Figure 1. Cell placement (run 1).
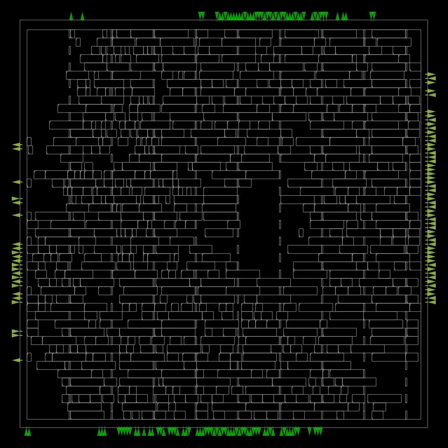
Figure 2. M2 wires (run 1).
Drawn at 4 px/um.
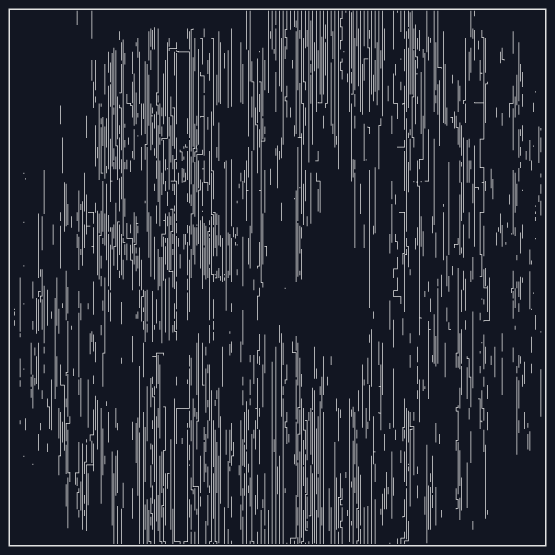
Figure 3. Wires at chosen ports, followed through buffers (run 1).
Drawn at 2 px/um.
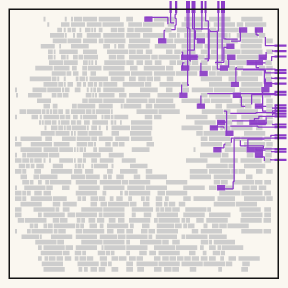
[src/rtl/lab4_net_net_endpoint_if.sv]
// Header type and endpoint bundle for lab4_net_net_endpoint.
// The endpoint uses the slave modport; the client/router side uses master.
package lab4_net_net_endpoint_pkg;
  localparam int unsigned ID_W  = 2;
  localparam int unsigned OPQ_W = 8;

  typedef struct packed {
    logic [ID_W-1:0]  dest;
    logic [ID_W-1:0]  src;
    logic [OPQ_W-1:0] opaque;
  } net_hdr_t;
endpackage

interface lab4_net_net_endpoint_if #(
  parameter int unsigned p_payload_nbits = 32
);
  import lab4_net_net_endpoint_pkg::*;

  logic [ID_W-1:0]            node_id;
  logic [ID_W-1:0]            tx_dest;
  logic [p_payload_nbits-1:0] tx_payload;
  logic                       tx_val;
  logic                       tx_rdy;
  net_hdr_t                   net_out_msg_hdr;
  logic [p_payload_nbits-1:0] net_out_msg_payload;
  logic                       net_out_val;
  logic                       net_out_rdy;
  net_hdr_t                   net_in_msg_hdr;
  logic [p_payload_nbits-1:0] net_in_msg_payload;
  logic                       net_in_val;
  logic                       net_in_rdy;
  logic [ID_W-1:0]            rx_src;
  logic [OPQ_W-1:0]           rx_opaque;
  logic [p_payload_nbits-1:0] rx_payload;
  logic                       rx_val;
  logic                       rx_rdy;
  logic                       seq_err;
  logic [7:0]                 err_count;

  modport slave (
    input  node_id, tx_dest, tx_payload, tx_val, net_out_rdy,
    input  net_in_msg_hdr, net_in_msg_payload, net_in_val, rx_rdy,
    output tx_rdy, net_out_msg_hdr, net_out_msg_payload, net_out_val,
    output net_in_rdy, rx_src, rx_opaque, rx_payload, rx_val,
    output seq_err, err_count
  );

  modport master (
    output node_id, tx_dest, tx_payload, tx_val, net_out_rdy,
    output net_in_msg_hdr, net_in_msg_payload, net_in_val, rx_rdy,
    input  tx_rdy, net_out_msg_hdr, net_out_msg_payload, net_out_val,
    input  net_in_rdy, rx_src, rx_opaque, rx_payload, rx_val,
    input  seq_err, err_count
  );
endinterface

[src/rtl/lab4_net_net_endpoint.sv]
// Network endpoint: 2-deep TX/RX FIFOs, per-destination sequence tagging.
// Optional receive sequence checking is enabled by LAB4_NET_SEQ_CHECK_EN.
module lab4_net_net_endpoint
  import lab4_net_net_endpoint_pkg::*;
#(
  parameter int unsigned p_payload_nbits = 32
) (
  input logic                     clk,
  input logic                     reset,
  lab4_net_net_endpoint_if.slave  ep
);
  localparam int unsigned PW    = p_payload_nbits;
  localparam int unsigned CNT_W = 2;
  localparam int unsigned NODES = 4;

  typedef struct packed {
    net_hdr_t      hdr;
    logic [PW-1:0] payload;
  } msg_t;

  msg_t             tx_mem_q [2];
  msg_t             tx_mem_d [2];
  logic             tx_wr_q, tx_wr_d, tx_rd_q, tx_rd_d;
  logic [CNT_W-1:0] tx_cnt_q, tx_cnt_d;
  logic             tx_rdy_q, tx_rdy_d, tx_val_q, tx_val_d;
  logic [OPQ_W-1:0] tx_seq_q [NODES];
  logic [OPQ_W-1:0] tx_seq_d [NODES];

  msg_t             rx_mem_q [2];
  msg_t             rx_mem_d [2];
  logic             rx_wr_q, rx_wr_d, rx_rd_q, rx_rd_d;
  logic [CNT_W-1:0] rx_cnt_q, rx_cnt_d;
  logic             rx_rdy_q, rx_rdy_d, rx_val_q, rx_val_d;

  logic tx_fire, tx_deq, rx_fire, rx_deq;
  msg_t tx_new;

  // Ready/valid flops hold the post-update FIFO state, so they read 0 under reset.
  always_comb begin
    tx_fire = ep.tx_val & tx_rdy_q;
    tx_deq  = tx_val_q & ep.net_out_rdy;
    tx_new.hdr.dest   = ep.tx_dest;
    tx_new.hdr.src    = ep.node_id;
    tx_new.hdr.opaque = tx_seq_q[ep.tx_dest];
    tx_new.payload    = ep.tx_payload;

    tx_mem_d = tx_mem_q;
    tx_seq_d = tx_seq_q;
    tx_wr_d  = tx_wr_q ^ tx_fire;
    tx_rd_d  = tx_rd_q ^ tx_deq;
    tx_cnt_d = tx_cnt_q + CNT_W'(tx_fire) - CNT_W'(tx_deq);
    if (tx_fire) begin
      tx_mem_d[tx_wr_q]      = tx_new;
      tx_seq_d[ep.tx_dest]   = tx_seq_q[ep.tx_dest] + 8'd1;
    end
    tx_rdy_d = (tx_cnt_d != 2'd2);
    tx_val_d = (tx_cnt_d != 2'd0);
  end

  always_comb begin
    rx_fire = ep.net_in_val & rx_rdy_q;
    rx_deq  = rx_val_q & ep.rx_rdy;

    rx_mem_d = rx_mem_q;
    rx_wr_d  = rx_wr_q ^ rx_fire;
    rx_rd_d  = rx_rd_q ^ rx_deq;
    rx_cnt_d = rx_cnt_q + CNT_W'(rx_fire) - CNT_W'(rx_deq);
    if (rx_fire) begin
      rx_mem_d[rx_wr_q].hdr     = ep.net_in_msg_hdr;
      rx_mem_d[rx_wr_q].payload = ep.net_in_msg_payload;
    end
    rx_rdy_d = (rx_cnt_d != 2'd2);
    rx_val_d = (rx_cnt_d != 2'd0);
  end

  // Storage needs no reset: occupancy counters gate every use of it.
  always_ff @(posedge clk) begin
    tx_mem_q <= tx_mem_d;
    rx_mem_q <= rx_mem_d;
  end

  always_ff @(posedge clk) begin
    if (reset) begin
      tx_wr_q  <= 1'b0;
      tx_rd_q  <= 1'b0;
      tx_cnt_q <= '0;
      tx_rdy_q <= 1'b0;
      tx_val_q <= 1'b0;
      rx_wr_q  <= 1'b0;
      rx_rd_q  <= 1'b0;
      rx_cnt_q <= '0;
      rx_rdy_q <= 1'b0;
      rx_val_q <= 1'b0;
      for (int i = 0; i < NODES; i++) tx_seq_q[i] <= '0;
    end else begin
      tx_wr_q  <= tx_wr_d;
      tx_rd_q  <= tx_rd_d;
      tx_cnt_q <= tx_cnt_d;
      tx_rdy_q <= tx_rdy_d;
      tx_val_q <= tx_val_d;
      rx_wr_q  <= rx_wr_d;
      rx_rd_q  <= rx_rd_d;
      rx_cnt_q <= rx_cnt_d;
      rx_rdy_q <= rx_rdy_d;
      rx_val_q <= rx_val_d;
      tx_seq_q <= tx_seq_d;
    end
  end

`ifdef LAB4_NET_SEQ_CHECK_EN
  logic [OPQ_W-1:0] rx_exp_q [NODES];
  logic [OPQ_W-1:0] rx_exp_d [NODES];
  logic             seq_err_q, seq_err_d;
  logic [7:0]       err_cnt_q, err_cnt_d;

  // Resynchronise to the received opaque whether or not it matched.
  always_comb begin
    rx_exp_d  = rx_exp_q;
    seq_err_d = seq_err_q;
    err_cnt_d = err_cnt_q;
    if (rx_fire) begin
      if (ep.net_in_msg_hdr.opaque != rx_exp_q[ep.net_in_msg_hdr.src]) begin
        seq_err_d = 1'b1;
        if (err_cnt_q != 8'hFF) err_cnt_d = err_cnt_q + 8'd1;
      end
      rx_exp_d[ep.net_in_msg_hdr.src] = ep.net_in_msg_hdr.opaque + 8'd1;
    end
  end

  always_ff @(posedge clk) begin
    if (reset) begin
      seq_err_q <= 1'b0;
      err_cnt_q <= '0;
      for (int i = 0; i < NODES; i++) rx_exp_q[i] <= '0;
    end else begin
      seq_err_q <= seq_err_d;
      err_cnt_q <= err_cnt_d;
      rx_exp_q  <= rx_exp_d;
    end
  end

  assign ep.seq_err   = seq_err_q;
  assign ep.err_count = err_cnt_q;
`else
  assign ep.seq_err   = 1'b0;
  assign ep.err_count = 8'd0;
`endif

  assign ep.tx_rdy              = tx_rdy_q;
  assign ep.net_out_val         = tx_val_q;
  assign ep.net_out_msg_hdr     = tx_mem_q[tx_rd_q].hdr;
  assign ep.net_out_msg_payload = tx_mem_q[tx_rd_q].payload;
  assign ep.net_in_rdy          = rx_rdy_q;
  assign ep.rx_val              = rx_val_q;
  assign ep.rx_src              = rx_mem_q[rx_rd_q].hdr.src;
  assign ep.rx_opaque           = rx_mem_q[rx_rd_q].hdr.opaque;
  assign ep.rx_payload          = rx_mem_q[rx_rd_q].payload;
endmodule
[src/flat_wrapper.sv]
// flat-port wrapper written by rule: the top's interface ports become plain ports
module lab4_net_net_endpoint_flat import lab4_net_net_endpoint_pkg::*;
#(
  parameter int unsigned p_payload_nbits = 32
)
  (clk, reset, ep_node_id, ep_tx_dest, ep_tx_payload, ep_tx_val, ep_net_out_rdy, ep_net_in_msg_hdr, ep_net_in_msg_payload, ep_net_in_val, ep_rx_rdy, ep_tx_rdy, ep_net_out_msg_hdr, ep_net_out_msg_payload, ep_net_out_val, ep_net_in_rdy, ep_rx_src, ep_rx_opaque, ep_rx_payload, ep_rx_val, ep_seq_err, ep_err_count);
  lab4_net_net_endpoint_if #(.p_payload_nbits(p_payload_nbits)) ep_i ();
  input logic clk;
  input logic reset;
  input wire logic [$bits(ep_i.node_id)-1:0] ep_node_id;
  input wire logic [$bits(ep_i.tx_dest)-1:0] ep_tx_dest;
  input wire logic [$bits(ep_i.tx_payload)-1:0] ep_tx_payload;
  input wire logic [$bits(ep_i.tx_val)-1:0] ep_tx_val;
  input wire logic [$bits(ep_i.net_out_rdy)-1:0] ep_net_out_rdy;
  input wire logic [$bits(ep_i.net_in_msg_hdr)-1:0] ep_net_in_msg_hdr;
  input wire logic [$bits(ep_i.net_in_msg_payload)-1:0] ep_net_in_msg_payload;
  input wire logic [$bits(ep_i.net_in_val)-1:0] ep_net_in_val;
  input wire logic [$bits(ep_i.rx_rdy)-1:0] ep_rx_rdy;
  output wire logic [$bits(ep_i.tx_rdy)-1:0] ep_tx_rdy;
  output wire logic [$bits(ep_i.net_out_msg_hdr)-1:0] ep_net_out_msg_hdr;
  output wire logic [$bits(ep_i.net_out_msg_payload)-1:0] ep_net_out_msg_payload;
  output wire logic [$bits(ep_i.net_out_val)-1:0] ep_net_out_val;
  output wire logic [$bits(ep_i.net_in_rdy)-1:0] ep_net_in_rdy;
  output wire logic [$bits(ep_i.rx_src)-1:0] ep_rx_src;
  output wire logic [$bits(ep_i.rx_opaque)-1:0] ep_rx_opaque;
  output wire logic [$bits(ep_i.rx_payload)-1:0] ep_rx_payload;
  output wire logic [$bits(ep_i.rx_val)-1:0] ep_rx_val;
  output wire logic [$bits(ep_i.seq_err)-1:0] ep_seq_err;
  output wire logic [$bits(ep_i.err_count)-1:0] ep_err_count;
  assign ep_i.node_id = ep_node_id;
  assign ep_i.tx_dest = ep_tx_dest;
  assign ep_i.tx_payload = ep_tx_payload;
  assign ep_i.tx_val = ep_tx_val;
  assign ep_i.net_out_rdy = ep_net_out_rdy;
  assign ep_i.net_in_msg_hdr = ep_net_in_msg_hdr;
  assign ep_i.net_in_msg_payload = ep_net_in_msg_payload;
  assign ep_i.net_in_val = ep_net_in_val;
  assign ep_i.rx_rdy = ep_rx_rdy;
  assign ep_tx_rdy = ep_i.tx_rdy;
  assign ep_net_out_msg_hdr = ep_i.net_out_msg_hdr;
  assign ep_net_out_msg_payload = ep_i.net_out_msg_payload;
  assign ep_net_out_val = ep_i.net_out_val;
  assign ep_net_in_rdy = ep_i.net_in_rdy;
  assign ep_rx_src = ep_i.rx_src;
  assign ep_rx_opaque = ep_i.rx_opaque;
  assign ep_rx_payload = ep_i.rx_payload;
  assign ep_rx_val = ep_i.rx_val;
  assign ep_seq_err = ep_i.seq_err;
  assign ep_err_count = ep_i.err_count;
  lab4_net_net_endpoint #(.p_payload_nbits(p_payload_nbits)) u_core (.clk(clk), .reset(reset), .ep(ep_i));
endmodule
[config.mk]
export PLATFORM = sky130hd
export DESIGN_NAME = lab4_net_net_endpoint_flat
export DESIGN_NICKNAME = d
export VERILOG_FILES = /design/src/rtl/lab4_net_net_endpoint_if.sv /design/src/rtl/lab4_net_net_endpoint.sv /design/src/flat_wrapper.sv
export SDC_FILE = /design/constraint.sdc
export NUM_CORES = 1
export LEC_CHECK = 0
export CORE_MARGIN = 2
export CORE_UTILIZATION = 51
export DETAILED_ROUTE_END_ITERATION = 12
export PLACE_DENSITY = 0.8
export SYNTH_ARGS = -nofsm -noshare
export SYNTH_HDL_FRONTEND = slang
export SYNTH_SLANG_ARGS = --single-unit
[constraint.sdc]
create_clock -name clk -period 2.55 [get_ports clk]
set_input_delay 0.255 -clock clk [delete_from_list [all_inputs] [get_ports clk]]
set_output_delay 0.255 -clock clk [all_outputs]
set_load 0.01 [all_outputs]
==> results.txt, run 1 <==
Figures from the implementation reports.

- The OpenROAD warning count reads 30.
- For the worst min-delay path, the startpoint reported by OpenROAD is ep_net_in_msg_hdr[7].
- The warning tally printed by Yosys for this design is 0.
- The clock net sink count is 216.
- The number of non-clock buffers is 194.
- On the critical path the data arrives at 2050 ps.
- The global-route wire length before repair is 27.3 mm.
- The count of unresolved DRC violations after routing is 0.
- The area added between synthesis and finish is 33.1%.
- Multi-input gates account for 20.7% of the area.
- Yosys stat counts 537 cells in the synthesized netlist.
- The final antenna-violating net count is 0.
- The design draws 10400 uW.
- The maximum fanout along the worst path is 43.
- Clock tree buffers and inverters occupy 6.41% of the routed design's cell area.
- The count of routing violations after the opening detailed-route iteration is 465.
- The unique cell type count in the Yosys netlist is 31.
- The count of state elements after synthesis is 216.
- In this run the full chip footprint comes out at 17900 um^2.
- Summed over all cells, the static leakage comes to 0.00394 uW.
- After legalization and detailed placement, the total HPWL measured 11.7 mm.
- The flow ran to the end, and the final reports show no timing, DRC or antenna violations.
- The final layout contains 820 nets.
- The number of search-and-repair iterations in the first detailed-routing pass reads 4.
- After Yosys synthesis, AND-OR and OR-AND compound gates account for 2.80% of the synthesized area.
- The average cell area after synthesis reads 16.0 um^2.
- The peak supply drop reads 0.000659 V.
- The worst-case register-to-register setup slack is 630 ps.
- Recorded from the global router log, the overflow total was 0.
- The basic-gate share of the synthesized area counting and, or, nand and nor cells is 8.07%.
- In the final report, the number of pins over their slew limit comes to 0.
- The fraction of synthesized area in multiplexers is 14.0%.
- Setup repair after global routing left no endpoint under its margin.
- Hold repair after CTS inserted 0 buffers.
- The non-clock buffer area fraction after layout reads 17.3%.
- The die outline height is 134 um.
- Gates resized during post-CTS repair numbered 0.
- The worst hold margin is 354 ps.
- The kind of launch point of the worst setup path reads a flip-flop.
- The fraction of final layout cells sized beyond drive strength 1 reads 20.9%.
- The adder-cell share of the synthesized area is 1.31%.
- The pin slew with the least headroom to its limit is 670 ps.
- The count of cells along the worst hold path is 1.
- CTS added clock buffers totalling 22.
- From the final report, the count of setup violators was given as 0.
- TritonCTS built the clock tree.
- The area-dominant cell class after layout is registers.
- The clock reaches the later pin of the worst-skew pair after 490 ps.
- The number of sequential cells in the layout is 216.
- On the reported timing paths, the clock transition at the registers reads 60 ps.
- The final clock skew reads 5.28 ps.
- The normalized max-slew margin reads 55.2%.
- The endpoint class of the critical path is a primary output.
- The met3 track demand over resource reads 3.35%.
- The XOR/XNOR share of the synthesized area reads 0.918%.
- The commonest register cell is edfxtp_1.
- The uppermost signal routing layer after detailed routing is met4.
- The met1 demand-to-capacity share in global routing reads 22.5%.
- The library cell occupying the most area in the post-synthesis netlist is edfxtp_1.
- The capture point of the critical path reads ep_net_out_msg_hdr[7].
- In the hold report, the worst path ends at u_core.rx_mem_q[83].
- The combined flip-flop and latch cell area reads 6050 um^2.
- The part of the Yosys area used for sequential elements is 70.4%.
- The maximum root-to-sink buffer count is 3.
- The wire length per cell after detailed routing is 18.3 um.
- The post-synthesis instance total reads 537.
- The area of the mapped netlist reads 8590 um^2.
- The number of vias per cell after detailed routing is 5.22.
- The maximum operating frequency is 434 MHz.
- The total global-route track usage reads 19.3%.
- The critical path is of the reg2out type.
- The via count of the first global-routing pass reads 5312.
- The floorplan step records an initial core utilization of 52.0%.
- The wire length on met3 reads 872 um.
- The flow reported a cell area power density of 911 nW/um^2.
- The routed wirelength on the met1 layer is recorded as 6.83 mm.
- The summed standard-cell area reported by yosys is 8590 um^2.
- The main logic family after synthesis is multiplexers.
- 0 antenna diodes ended up in the layout.
- The maximum level of the CTS H-tree is 1.
- The number of synthesized flops with an enable pin reads 172.
- Entering global routing, the biggest net connects 51 pins.
## Picture notes: Figure 1
number of well taps: 220
Site Rows: 47
flip-flop and latch share of the layout cell area: 52.9%
area inside the core boundary: 16500 um^2

## Picture notes: Figure 2
The longest straight run is 50.1 um. 758 nets have wire on it. The layer holds 53% of the routed length. The layer carries 9300 um of wire.
count of vias placed by the detailed router: 5019
met2 Usage GRT: 35.4%
Post-Route WL: 17.6 mm

## Picture notes: Figure 3
Key: ep_net_out_msg_payload = purple [bits 32, direction output, edge 21 right, 11 top, end cells 32, buffers 32, wire 780 um]
input/output buffers: 173
I/O pin count: 185

## run 1: cell usage in the layout, fill, tap and decap left out, types with 9 or more instances in the layout
cell type,Yosys,routed
clkdlybuf4s50_1,0,173
dfxtp_1,44,41
edfxtp_1,172,172
mux2_2,86,86
nor2_1,43,43
buf_4,9,14
conb_1,1,9
nor2b_1,34,34
and2_1,36,36
clkbuf_16,0,23
a311oi_1,12,12
a211oi_1,16,16
## run 1: state kept, by name, summed over array words and instances (netlist names)
name,cells
u_core.tx_mem_q,88
u_core.rx_mem_q,84
u_core.tx_seq_q,32
u_core.rx_cnt_q,2
u_core.tx_cnt_q,2
u_core.ep.net_in_rdy,1
u_core.ep.net_out_val,1
u_core.ep.rx_val,1
u_core.ep.tx_rdy,1
u_core.rx_rd_q,1
u_core.rx_wr_q,1
u_core.tx_rd_q,1
u_core.tx_wr_q,1
## run 1: worst max-delay path, stage by stage (launching register included)
cell and delay [ps]:
dfxtp_2 390, buf_12 260, mux2_2 380, clkdlybuf4s50_1 520
## run 1: cell usage after synthesis, types with 3 or more instances
master	number
a211oi_1	16
a311oi_1	12
and2_1	36
buf_4	9
clkbuf_1	26
dfxtp_1	44
edfxtp_1	172
ha_1	9
inv_1	7
mux2_2	86
mux2i_1	4
mux4_1	3
mux4_2	5
nand3_1	5
nor2_1	43
nor2b_1	34
o21ai_0	3
xnor2_1	5
xor2_1	4
## run 1: through the flow
step                      cell area (um^2)  std cells  worst slack, ps  setup TNS [ps]
final                                11400        961              244               0
after global routing                 11400        961              189               0
after CTS                            11400        961              223               0
after detailed placement             10700        921            -76.8            -146
after global placement               10700        921              113               0
after floorplan                       8620        545              367               0
## run 1: report_power, final
part	internal (uW)	switching (uW)
logic	1470	1210
registers	4380	158
clock network	1940	1250
Figure 4. Pin placement (run 1).
Drawn at 4 px/um. Pins as bars across the die edge, other pins in gray.
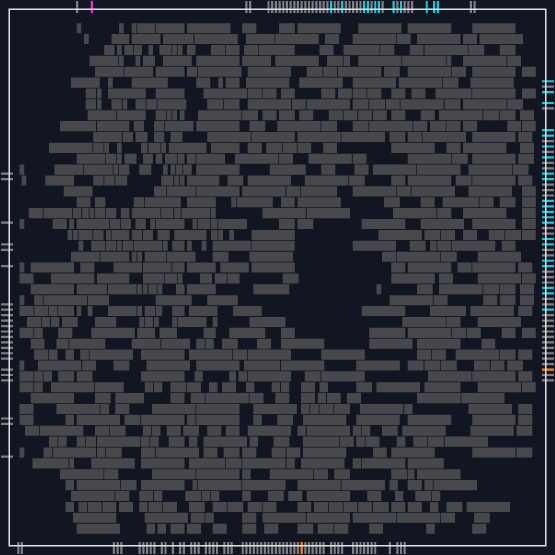

--- run 2 (diff from run 1) ---
CORE_UTILIZATION = 45   (was 51)
PLACE_DENSITY = 0.72   (was 0.8)
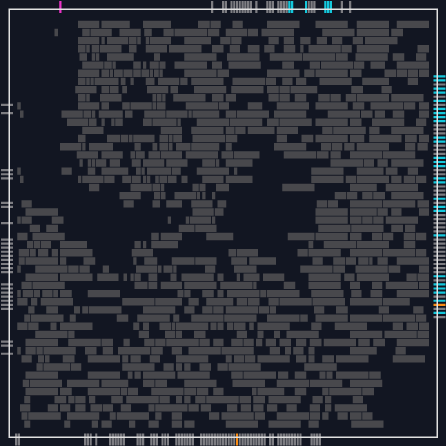
Figure 5: run 2, pin placement.
Drawn at 3 px/um. Pins as bars across the die edge, other pins in gray.
Key: ep_seq_err = magenta [pins 1, direction output, edge top]; ep_net_out_msg_payload = cyan [pins 32, direction output, edge 26 right, 6 top]; ep_rx_src = orange [pins 2, direction output, edge 1 right, 1 bottom]
All pins by edge: 67 bottom, 60 right, 31 top, 27 left.
x dimension of the die: 142 um
overall die height: 142 um

==> run 2 against run 1 <==
Net effect:
- die size up 13%
- sequential share of layout area is essentially flat
- cell count increased by 1.4%
- synthesized area unchanged
- cell area hardly changed
- routed wire length decreased by 2.3%
- worst hold slack worse by 11 ps
- sequential power about the same
- clock-buffer cell count is 6 higher
- via count shrank 1.5%
==> results.txt, run 2 <==
Figures from the implementation reports.

- The area of all placed cells without fillers reads 11400 um^2 (about the same).
- The maximum root-to-sink buffer count was 3 (unchanged).
- Status: finished, final reports clean (unchanged).
- The maximum number of pins on one net before global-route repair reads 51 (unchanged).
- The library cell occupying the most area in the post-synthesis netlist reads edfxtp_1 (unchanged).
- The number of I/O port buffers was 173 (unchanged).
- The maximum level of the CTS H-tree is 1 (unchanged).
- The total power is 10300 uW (was 10400 uW).
- The count of placed standard cells in the final layout, fillers left out is 974 (was 961).
- The number of flip-flops in the largest register reads 88 (unchanged).
- The number of vias after detailed routing is 4942 (was 5019).
- The average cell area after synthesis is 16.0 um^2 (unchanged).
- The core utilization before placement reads 45.9% (was 52.0%).
- Top cells, area: edfxtp_1, mux2_2, dfxtp_1 (unchanged).
- Commonest cells in the synthesized netlist: edfxtp_1, mux2_2, dfxtp_1 (unchanged).
- The total global-route track usage is 16.6% (was 19.3%).
- The number of resized instances in the post-cts repair step reads 0 (unchanged).
- The delay of the slowest cell on the worst path was 490 ps (was 520 ps).
- The count of instantiated cells in the yosys netlist came to 537 (unchanged).
- The largest delay contributor family on the critical path was buffers and inverters (unchanged).
- The antenna diode count is 0 (unchanged).
- The worst hold path startpoint is ep_tx_payload[4] (was ep_net_in_msg_hdr[7]).
- The global-route wire length before repair is 26.3 mm (was 27.3 mm).
- The largest register by flop count is u_core.tx_mem_q (unchanged).
- The total detailed-routing wirelength reads 17.2 mm (was 17.6 mm).
- The power density normalized to cell area came to 900 nW/um^2 (was 911 nW/um^2).
- The CTS tree reads built (unchanged).
- The area of the mapped netlist is 8590 um^2 (unchanged).
- The net total in the final layout came to 819 (was 820).
- The buffers plus inverters on the worst setup path reads 2 (unchanged).
- The least setup slack across all paths after layout reads 215 ps (was 244 ps).
- RSZ-0062 raised after global routing: no (unchanged).
- The number of buffers added by the clock tree synthesis step is 22 (unchanged).
- The clock net sink count is 216 (unchanged).
- The aggregate global routing overflow is 0 (unchanged).
- The cell with the largest stage delay on the worst path reads dfxtp_4 (was clkdlybuf4s50_1).
- The pin slew with the least headroom to its limit reads 504 ps (was 670 ps).
- Registers with the most flip-flops: u_core.tx_mem_q: 88 flops, u_core.rx_mem_q: 84 flops, u_core.tx_seq_q: 32 flops (unchanged).
- The count of yosys warnings during synthesis reads 0 (unchanged).
- The number of synthesized flops with an enable pin is 172 (unchanged).
- The count of standard-cell rows is 50 (was 47).
- The count of unresolved DRC violations after routing reads 0 (unchanged).
- The via count of the first global-routing pass is 5078 (was 5312).
- The number of vias per cell after detailed routing is 5.07 (was 5.22).
- The source of the critical timing path reads u_core.tx_rd_q (unchanged).
- The kind of launch point of the worst setup path reads a flip-flop (unchanged).
- The peak supply drop came to 0.000522 V (was 0.000659 V).
- The placed wire-length estimate after detailed placement came to 11.5 mm (was 11.7 mm).
- The instance area at placement is 10700 um^2 (about the same).
- The count of routing violations after the opening detailed-route iteration is 307 (was 465).
- The library cell with the highest instance count after synthesis reads edfxtp_1 (unchanged).
- The part of the Yosys area used for sequential elements is 70.4% (unchanged).
- The normalized max-slew margin reads 66.3% (was 55.2%).
- The total negative setup slack is 0 ps (unchanged).
- The placed instance count is 934 (was 921).
- The maximum operating frequency is 428 MHz (was 434 MHz).
- The number of search-and-repair iterations in the first detailed-routing pass reads 4 (unchanged).
- The worst hold margin reads 343 ps (was 354 ps).
- The setup violation total in the final timing report came to 0 (unchanged).
- Top library cells by usage in the layout, fill and taps aside: clkdlybuf4s50_1, edfxtp_1, mux2_2 (unchanged).
- The clock latency reported for the late side of the worst-skew pair reads 490 ps (about the same).
- The most numerous logic cell after layout is clkdlybuf4s50_1 (unchanged).
- The worst setup path category is reg2out (unchanged).
- The final clock skew is 11.7 ps (was 5.28 ps).
- The primary flip-flop cell chosen by synthesis mapping was edfxtp_1 (unchanged).
- The endpoint class of the critical path was a primary output (unchanged).
- The area added between synthesis and finish is 33.1% (about the same).
- The fraction of final layout cells sized beyond drive strength 1 reads 21.2% (was 20.9%).
- Critical path cell sequence: buf_12 > mux2_2 > clkdlybuf4s50_1 (unchanged).
- The core area is 18700 um^2 (was 16500 um^2).
- The unique cell type count in the Yosys netlist was 31 (unchanged).
- The count of pins over their slew limit is 0 (unchanged).
- The maximum fanout along the worst path was 30 (was 43).
- The arrival time of the worst setup path was 2080 ps (was 2050 ps).
- The summed standard-cell area reported by yosys is 8590 um^2 (unchanged).
- The count of state elements after synthesis is 216 (unchanged).
- The leakage dissipation is 0.00394 uW (about the same).
- The number of hold-repair buffers added at the cts stage is 0 (unchanged).
- The I/O pin count was 185 (unchanged).
- The post-place setup slack is -29.6 ps (was -76.8 ps).
-- run 2: cell types whose count changed in the layout (fill, tap and decap cells not counted), sizes merged --
cell and delta:
clkbuf +6, bufinv -3, clkinv -3, buf -1
-- run 2: kinds of logic after synthesis --
family	Yosys count	synth area share, %
and+or+nand+nor	128	8.07
buffers and inverters	45	2.46
xor gates and xnor gates	9	0.918
adders and majority gates	9	1.31
muxes	98	14.0
AOI/OAI and AO/OA	31	2.80
other	1	0.0437
DFF	216	70.4
-- run 2: report_power, final --
group          internal [uW]  switching (uW)
clock network           1830            1270
logic                   1460            1180
registers               4380             163
-- run 2: cell type report --
| type | instances | area [um^2] | area share [%] |
|---|---|---|---|
| well taps | 234 | 293 | 2.56 |
| multi-input cells | 284 | 2370 | 20.7 |
| clock buffers | 31 | 671 | 5.87 |
| clock inverters | 9 | 45.0 | 0.394 |
| flip-flops and latches | 216 | 6050 | 53.0 |
| repair buffers | 193 | 1970 | 17.2 |
| inverters | 7 | 26.3 | 0.230 |
-- run 2: metal layers --
layer | GRT usage, % | wire length [um]
met1 | 20.1 | 6930
met4 | 5.05 | 338
met3 | 3.70 | 1150
met5 | 0 | 0
met2 | 29.5 | 8780
-- run 2: path summary, 6_finish.rpt --
kind                                      to  slack, ps  cells after the start
setup / recovery  ep_net_out_msg_payload[21]        210                      3
hold / removal            u_core.tx_mem_q[4]        340                      1
setup reg to reg         u_core.tx_seq_q[15]        660                      4
hold reg to reg          u_core.tx_seq_q[31]        500                      2
-- run 2: worst register-to-register path, delay by kind of cell (launching register included) --
| kind | cells | cell delay [ps] |
|---|---|---|
| multiplexers | 1 | 620 |
| AND-OR/OR-AND | 2 | 610 |
| flip-flops | 1 | 310 |
| AND/OR/NAND/NOR | 1 | 240 |
Power figures rest on the tool's default switching activity, not on a simulated workload.
